### src/rtl/lcb_frame_rx.sv
// LCB reply framing stage: writes received bytes into the channel buffer,
// enforces a fixed reply length and an inter-byte gap timeout, checks the
// trailing additive checksum and holds "full" until the reader releases it.
module lcb_frame_rx #(
    parameter int PKT_LEN   = 8,
    parameter int GAP_TICKS = 400,
    parameter int ADDR_W    = 5
) (
    input  logic              clk,
    input  logic              rst,
    input  logic              rstTx,
    input  logic              strob,
    input  logic [7:0]        iData,
    input  logic              rstWr,
    output logic [ADDR_W-1:0] wrAdr,
    output logic [7:0]        wrData,
    output logic              WE,
    output logic              full,
    output logic              sumOk,
    output logic              errShort,
    output logic              ovr,
    output logic [ADDR_W-1:0] byteCnt
);

    // Timer holds "cycles since the last accepted byte"; it is reloaded with 1
    // so that errShort lands exactly GAP_TICKS cycles after the last strob.
    localparam int                TMR_W     = $clog2(GAP_TICKS + 1);
    localparam logic [TMR_W-1:0]  LAST_TICK = TMR_W'(GAP_TICKS - 1);
    localparam logic [ADDR_W-1:0] LAST_IDX  = ADDR_W'(PKT_LEN - 1);

    typedef enum logic [1:0] {
        IDLE,
        RECV,
        HOLD
    } state_t;

    state_t            state_q,     state_d;
    logic [ADDR_W-1:0] byte_cnt_q,  byte_cnt_d;
    logic [ADDR_W-1:0] wr_adr_q,    wr_adr_d;
    logic [7:0]        wr_data_q,   wr_data_d;
    logic [7:0]        sum_q,       sum_d;
    logic [TMR_W-1:0]  timer_q,     timer_d;
    logic              we_q,        we_d;
    logic              full_q,      full_d;
    logic              sum_ok_q,    sum_ok_d;
    logic              err_short_q, err_short_d;
    logic              ovr_q,       ovr_d;

    // Next-state and registered-output logic; rstTx overrides everything.
    always_comb begin
        state_d     = state_q;
        byte_cnt_d  = byte_cnt_q;
        wr_adr_d    = wr_adr_q;
        wr_data_d   = wr_data_q;
        sum_d       = sum_q;
        timer_d     = timer_q;
        full_d      = full_q;
        sum_ok_d    = sum_ok_q;
        we_d        = 1'b0;
        err_short_d = 1'b0;
        ovr_d       = 1'b0;

        if (rstTx) begin
            state_d    = IDLE;
            byte_cnt_d = '0;
            sum_d      = '0;
            timer_d    = '0;
            full_d     = 1'b0;
            sum_ok_d   = 1'b0;
        end else begin
            case (state_q)
                IDLE: begin
                    if (strob) begin
                        we_d       = 1'b1;
                        wr_adr_d   = '0;
                        wr_data_d  = iData;
                        byte_cnt_d = ADDR_W'(1);
                        sum_d      = iData;
                        timer_d    = TMR_W'(1);
                        state_d    = RECV;
                    end
                end

                RECV: begin
                    if (strob) begin
                        we_d       = 1'b1;
                        wr_adr_d   = byte_cnt_q;
                        wr_data_d  = iData;
                        byte_cnt_d = byte_cnt_q + 1'b1;
                        timer_d    = TMR_W'(1);
                        if (byte_cnt_q == LAST_IDX) begin
                            full_d   = 1'b1;
                            sum_ok_d = (iData == sum_q);
                            state_d  = HOLD;
                        end else begin
                            sum_d = sum_q + iData;
                        end
                    end else if (timer_q >= LAST_TICK) begin
                        err_short_d = 1'b1;
                        byte_cnt_d  = '0;
                        sum_d       = '0;
                        timer_d     = '0;
                        state_d     = IDLE;
                    end else begin
                        timer_d = timer_q + 1'b1;
                    end
                end

                HOLD: begin
                    ovr_d = strob;
                    if (rstWr) begin
                        full_d     = 1'b0;
                        sum_ok_d   = 1'b0;
                        byte_cnt_d = '0;
                        sum_d      = '0;
                        state_d    = IDLE;
                    end
                end

                default: begin
                    state_d = IDLE;
                end
            endcase
        end
    end

    // State and output registers with asynchronous active-low reset.
    always_ff @(posedge clk or negedge rst) begin
        if (!rst) begin
            state_q     <= IDLE;
            byte_cnt_q  <= '0;
            wr_adr_q    <= '0;
            wr_data_q   <= '0;
            sum_q       <= '0;
            timer_q     <= '0;
            we_q        <= 1'b0;
            full_q      <= 1'b0;
            sum_ok_q    <= 1'b0;
            err_short_q <= 1'b0;
            ovr_q       <= 1'b0;
        end else begin
            state_q     <= state_d;
            byte_cnt_q  <= byte_cnt_d;
            wr_adr_q    <= wr_adr_d;
            wr_data_q   <= wr_data_d;
            sum_q       <= sum_d;
            timer_q     <= timer_d;
            we_q        <= we_d;
            full_q      <= full_d;
            sum_ok_q    <= sum_ok_d;
            err_short_q <= err_short_d;
            ovr_q       <= ovr_d;
        end
    end

    assign wrAdr    = wr_adr_q;
    assign wrData   = wr_data_q;
    assign WE       = we_q;
    assign full     = full_q;
    assign sumOk    = sum_ok_q;
    assign errShort = err_short_q;
    assign ovr      = ovr_q;
    assign byteCnt  = byte_cnt_q;

endmodule
### config.mk
export PLATFORM = sky130hd
export DESIGN_NAME = lcb_frame_rx
export DESIGN_NICKNAME = d
export VERILOG_FILES = /design/src/rtl/lcb_frame_rx.sv
export SDC_FILE = /design/constraint.sdc
export NUM_CORES = 1
export LEC_CHECK = 0
export CAP_MARGIN = 20
export CORE_MARGIN = 3
export CORE_UTILIZATION = 45
export CTS_BUF_LIST = sky130_fd_sc_hd__clkbuf_8 sky130_fd_sc_hd__clkbuf_16
export CTS_CLUSTER_SIZE = 30
export DETAILED_ROUTE_END_ITERATION = 6
export GPL_TIMING_DRIVEN = 1
export PLACE_DENSITY = 0.68
export SLEW_MARGIN = 20
export SYNTH_ARGS = -nofsm -noshare
export SYNTH_HDL_FRONTEND = slang
export SYNTH_SLANG_ARGS = --single-unit
### constraint.sdc
create_clock -name clk -period 2.8 [get_ports clk]
set_clock_uncertainty 0.1 [all_clocks]
set_input_delay 0.56 -clock clk [delete_from_list [all_inputs] [get_ports clk]]
set_output_delay 0.56 -clock clk [all_outputs]
set_load 0.005 [all_outputs]
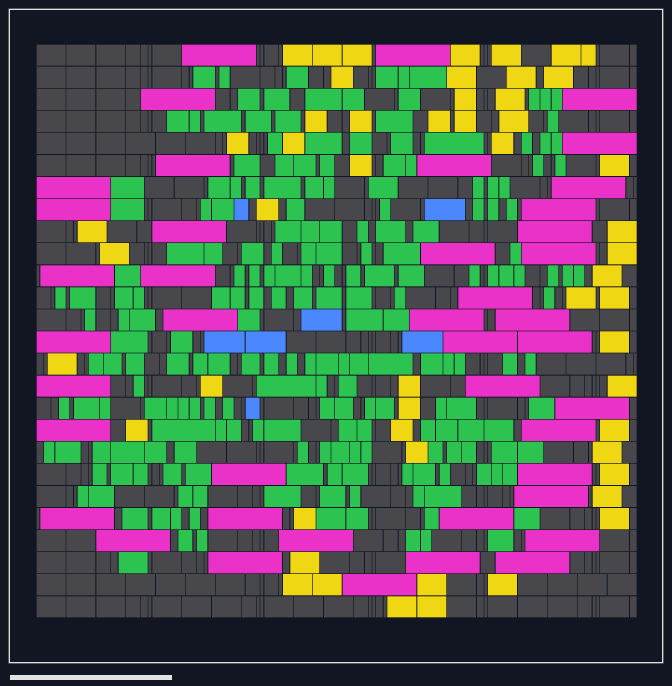
(placement by cell class)
Scale bar: 20 um. Fill, decap, tap and diode cells in grey.
class	colour	cells
all other logic	green	212
flops	magenta	42
clock drivers and dummy loads	blue	7
other buffers and delay cells	yellow	53
Seq area share: 0.342
final cell utilization of the core: 0.587
core outline area: 5240 um2
post-route design area: 3080 um2

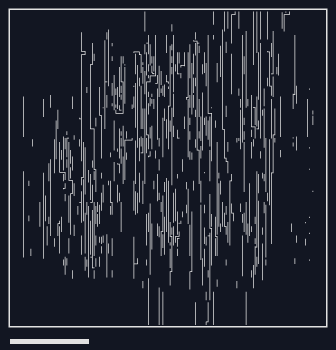
(signal wires on met2)
Scale bar: 20 um.
longest straight run	27.7 um
share of all routed wire	46%
main direction	vertical
global-route track usage on met2: 0.281
WL final: 5420 um
total number of vias: 2076

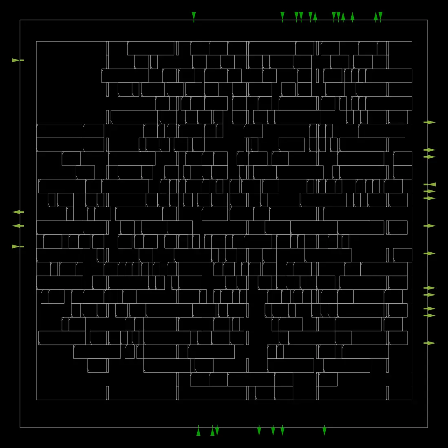
(cell placement)
Tap Cells: 70
number of non-filler instances in the completed layout: 384
sequential cell count: 42
number of rows created at floorplan: 26

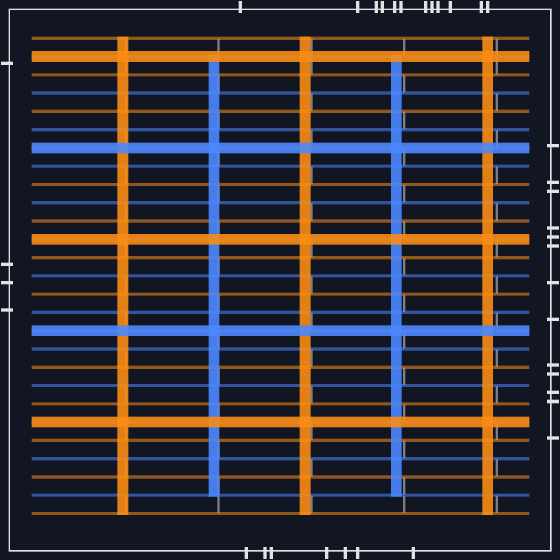
(power grid)
Pins as bars on the die edge. Tap cells in grey.
net	colour
VDD	blue
VSS	orange
tap cells	70
rows	26
met5 straps	5
met4 straps	5
worst IR drop on VDD: 0.382 mV
die height: 80.4 um
chip width: 80.4 um

==> summary.txt <==
This note records the results obtained with Yosys and OpenROAD.

Power
The design draws around 0.0016 W. The power report puts the leakage power at 1.42 nW. Power spread over the standard cell area amounts to roughly 520 nW/um2.

Synth
The number of unique standard cell types used by synthesis is approximately 60. The summed instance area of the synthesized netlist is between 2000 and 2500 um2. Sorting the Yosys area breakdown by cell type puts at the top sky130_fd_sc_hd__dfrtp_1. The share of flip-flops with an asynchronous set or reset is 1.00. The chip area line in the Yosys stat output reads around 2500 um2.

For this run, the register share of the synthesized area comes to 0.422. The dominant register cell in the synthesized netlist is sky130_fd_sc_hd__dfrtp_1. The number of nets handed over by synthesis was 291. The count of flip-flops with a built-in enable after synthesis is 0.

The commonest cells after synthesis are sky130_fd_sc_hd__dfrtp_1, sky130_fd_sc_hd__nand2_1, sky130_fd_sc_hd__nor2_1. Dividing the synthesized area by the synthesized cell count gives approximately 9.4 um2. The area fraction of the largest cell type after synthesis is 0.422. By area the synthesized netlist is led by sky130_fd_sc_hd__dfrtp_1, sky130_fd_sc_hd__nand2_1, sky130_fd_sc_hd__ha_1.

The synth_stat.txt file lists the number of cells as between 200 and 300.

Route
The detailed-route vias per instance is 5.41. The number of nets with antenna violations after detailed routing is 0. The detailed router finished its first iteration with between 90 and 100 violations. The final routed wire length divided by cell count is approximately 14 um.

The first-pass iteration count of the detailed router is 4. The count of unresolved DRC violations after routing is 0.

Placement
The count of buffers from port buffering is 35. The standard cell area after detailed placement is around 3000 um2. The global placer's final weighted congestion is around 0.85.

The detailed placer's ending HPWL is 4100 um.

Global routing
Overall routing resource usage recorded by global route was 0.183. Per the GRT congestion report, total overflow comes to 0. The first global-routing pass estimated 9230 um of wire. The initial antenna violation count is 0.

Clock tree
The post-CTS hold buffer count recorded in the log is 0. The number of clock sinks is between 40 and 50. The number of clock buffers inserted by TritonCTS is 5. At the later pin of the worst-skew pair, clock insertion delay measures roughly 0.28 ns. Looking at the post-CTS report, the setup buffer insertion count equals 0. The maximum level of the CTS H-tree is 2. The maximum count of clock buffers along a single path is 2. The register clock-pin slew on the reported worst setup and hold paths is roughly 0.08 ns.

STA
In the final report, the number of pins over their slew limit comes to 0. For reference, the final report shows the hold violation count at 0. The number of setup violations in the final report is 0. Setup repair after global routing left no endpoint under its margin. The worst max-slew margin expressed relative to the limit is 0.392.

The worst hold slack is 0.303 ns. The part of the cycle the worst path needs is 0.964.

Worst setup path
Looking at the critical path, the highest net fanout was 2. The OpenROAD report gives the critical path a data arrival time of 2.82 ns. The worst setup path category is input port to register. The endpoint class of the critical path is a register. The data required time at the worst endpoint is 2.92 ns.

Cells and area
The net count reported at finish is about 340. The final antenna diode tally reported by the flow is 0.

Flow run
The number of warnings in the stage logs is 28.

Outcome
The flow ran to the end, and the final reports show no timing, DRC or antenna violations.

Floorplanning
The total die size is between 6000 and 7000 um2. The initial standard-cell utilization of the core is 0.475. During I/O placement, the number of pins put on the boundary was 36.
[layer usage]
layer  vias up  part of all wire  track usage
li1       1055                 -            -
met2        39              0.46        0.281
met4         0            0.0096       0.0439
met1       976              0.49        0.260
met5         -                 0            0
met3         6             0.036       0.0404
[registers in the layout, summed over array words and instances (netlist names), 2 cells and up]
register  count
state_q       2
sum_q         8
timer_q       9
wrData        8
wrAdr         5
byteCnt       5
[through the flow]
step	cells	setup slack [ns]
detailed placement	377	-0.232
floorplan	265	0.301
finish	384	0.0998
CTS	384	0.0603
global placement	377	-0.182
global route	384	0.0298
[layout by cell type (no fill, tap or decap), drive strengths merged, types with 4 or more instances in the layout]
cell	count
a21oi	4
o21ai	16
and2	4
nor3	8
buf	19
nand3	6
o31ai	9
ha	12
o21bai	4
xor2	7
nor2	26
a22o	8
and3	6
dfrtp	42
clkbuf	5
a211oi	6
nand2	43
clkdlybuf4s50	34
inv	9
[power breakdown]
group	internal [W]	switching [W]
clock network	0.000167	0.000192
registers	0.000671	0.0000480
logic	0.000255	0.000268
total	0.00109	0.000508
[timing repair]
action                                  in CTS  in global routing
resized                                      0                  1
endpoints found under the setup margin       0                  1
endpoints found under the hold margin        0                  0
[kinds of logic after synthesis]
family	Yosys count	share of synthesized area
simple gates	109	0.210
compound gates	69	0.217
flops	42	0.422
buf+inv	21	0.0407
fa+ha+maj	13	0.0684
xor+xnor	8	0.0282
mux	3	0.0131
[worst paths after layout]
kind / startpoint / endpoint / slack [ns] / cells past startpoint
setup / recovery: iData[0] / sum_q[6] / 0.1 / 9
hold / removal: rst / wrData[2] / 0.30 / 1
setup reg to reg: sum_q[0] / sum_q[6] / 0.45 / 8
hold reg to reg: timer_q[8] / timer_q[8] / 0.37 / 1
max in group asynchronous: rst / state_q[0] / 1.72 / 1
min in group clk: timer_q[8] / timer_q[8] / 0.37 / 1
[critical path: stages]
cell and delay, ns:
sky130_fd_sc_hd__clkdlybuf4s50_1 0.42, sky130_fd_sc_hd__ha_1 0.24, sky130_fd_sc_hd__fa_1 0.42, sky130_fd_sc_hd__a211oi_2 0.22
sky130_fd_sc_hd__nor2_1 0.09, sky130_fd_sc_hd__or4b_1 0.47, sky130_fd_sc_hd__o311a_1 0.14, sky130_fd_sc_hd__o2bb2ai_1 0.13
sky130_fd_sc_hd__a22o_1 0.13
[area by class of cell]
type                            instances  area (um2)
Clock inverter                          2        10.0
Clock buffer                            5        68.8
Multi-Input combinational cell        202        1340
Inverter                               10        37.5
Timing Repair Buffer                   53         480
Tap cell                               70        87.6
Fill cell                             471        2160
Sequential cell                        42        1050
Power is estimated from default activity; no workload was simulated.
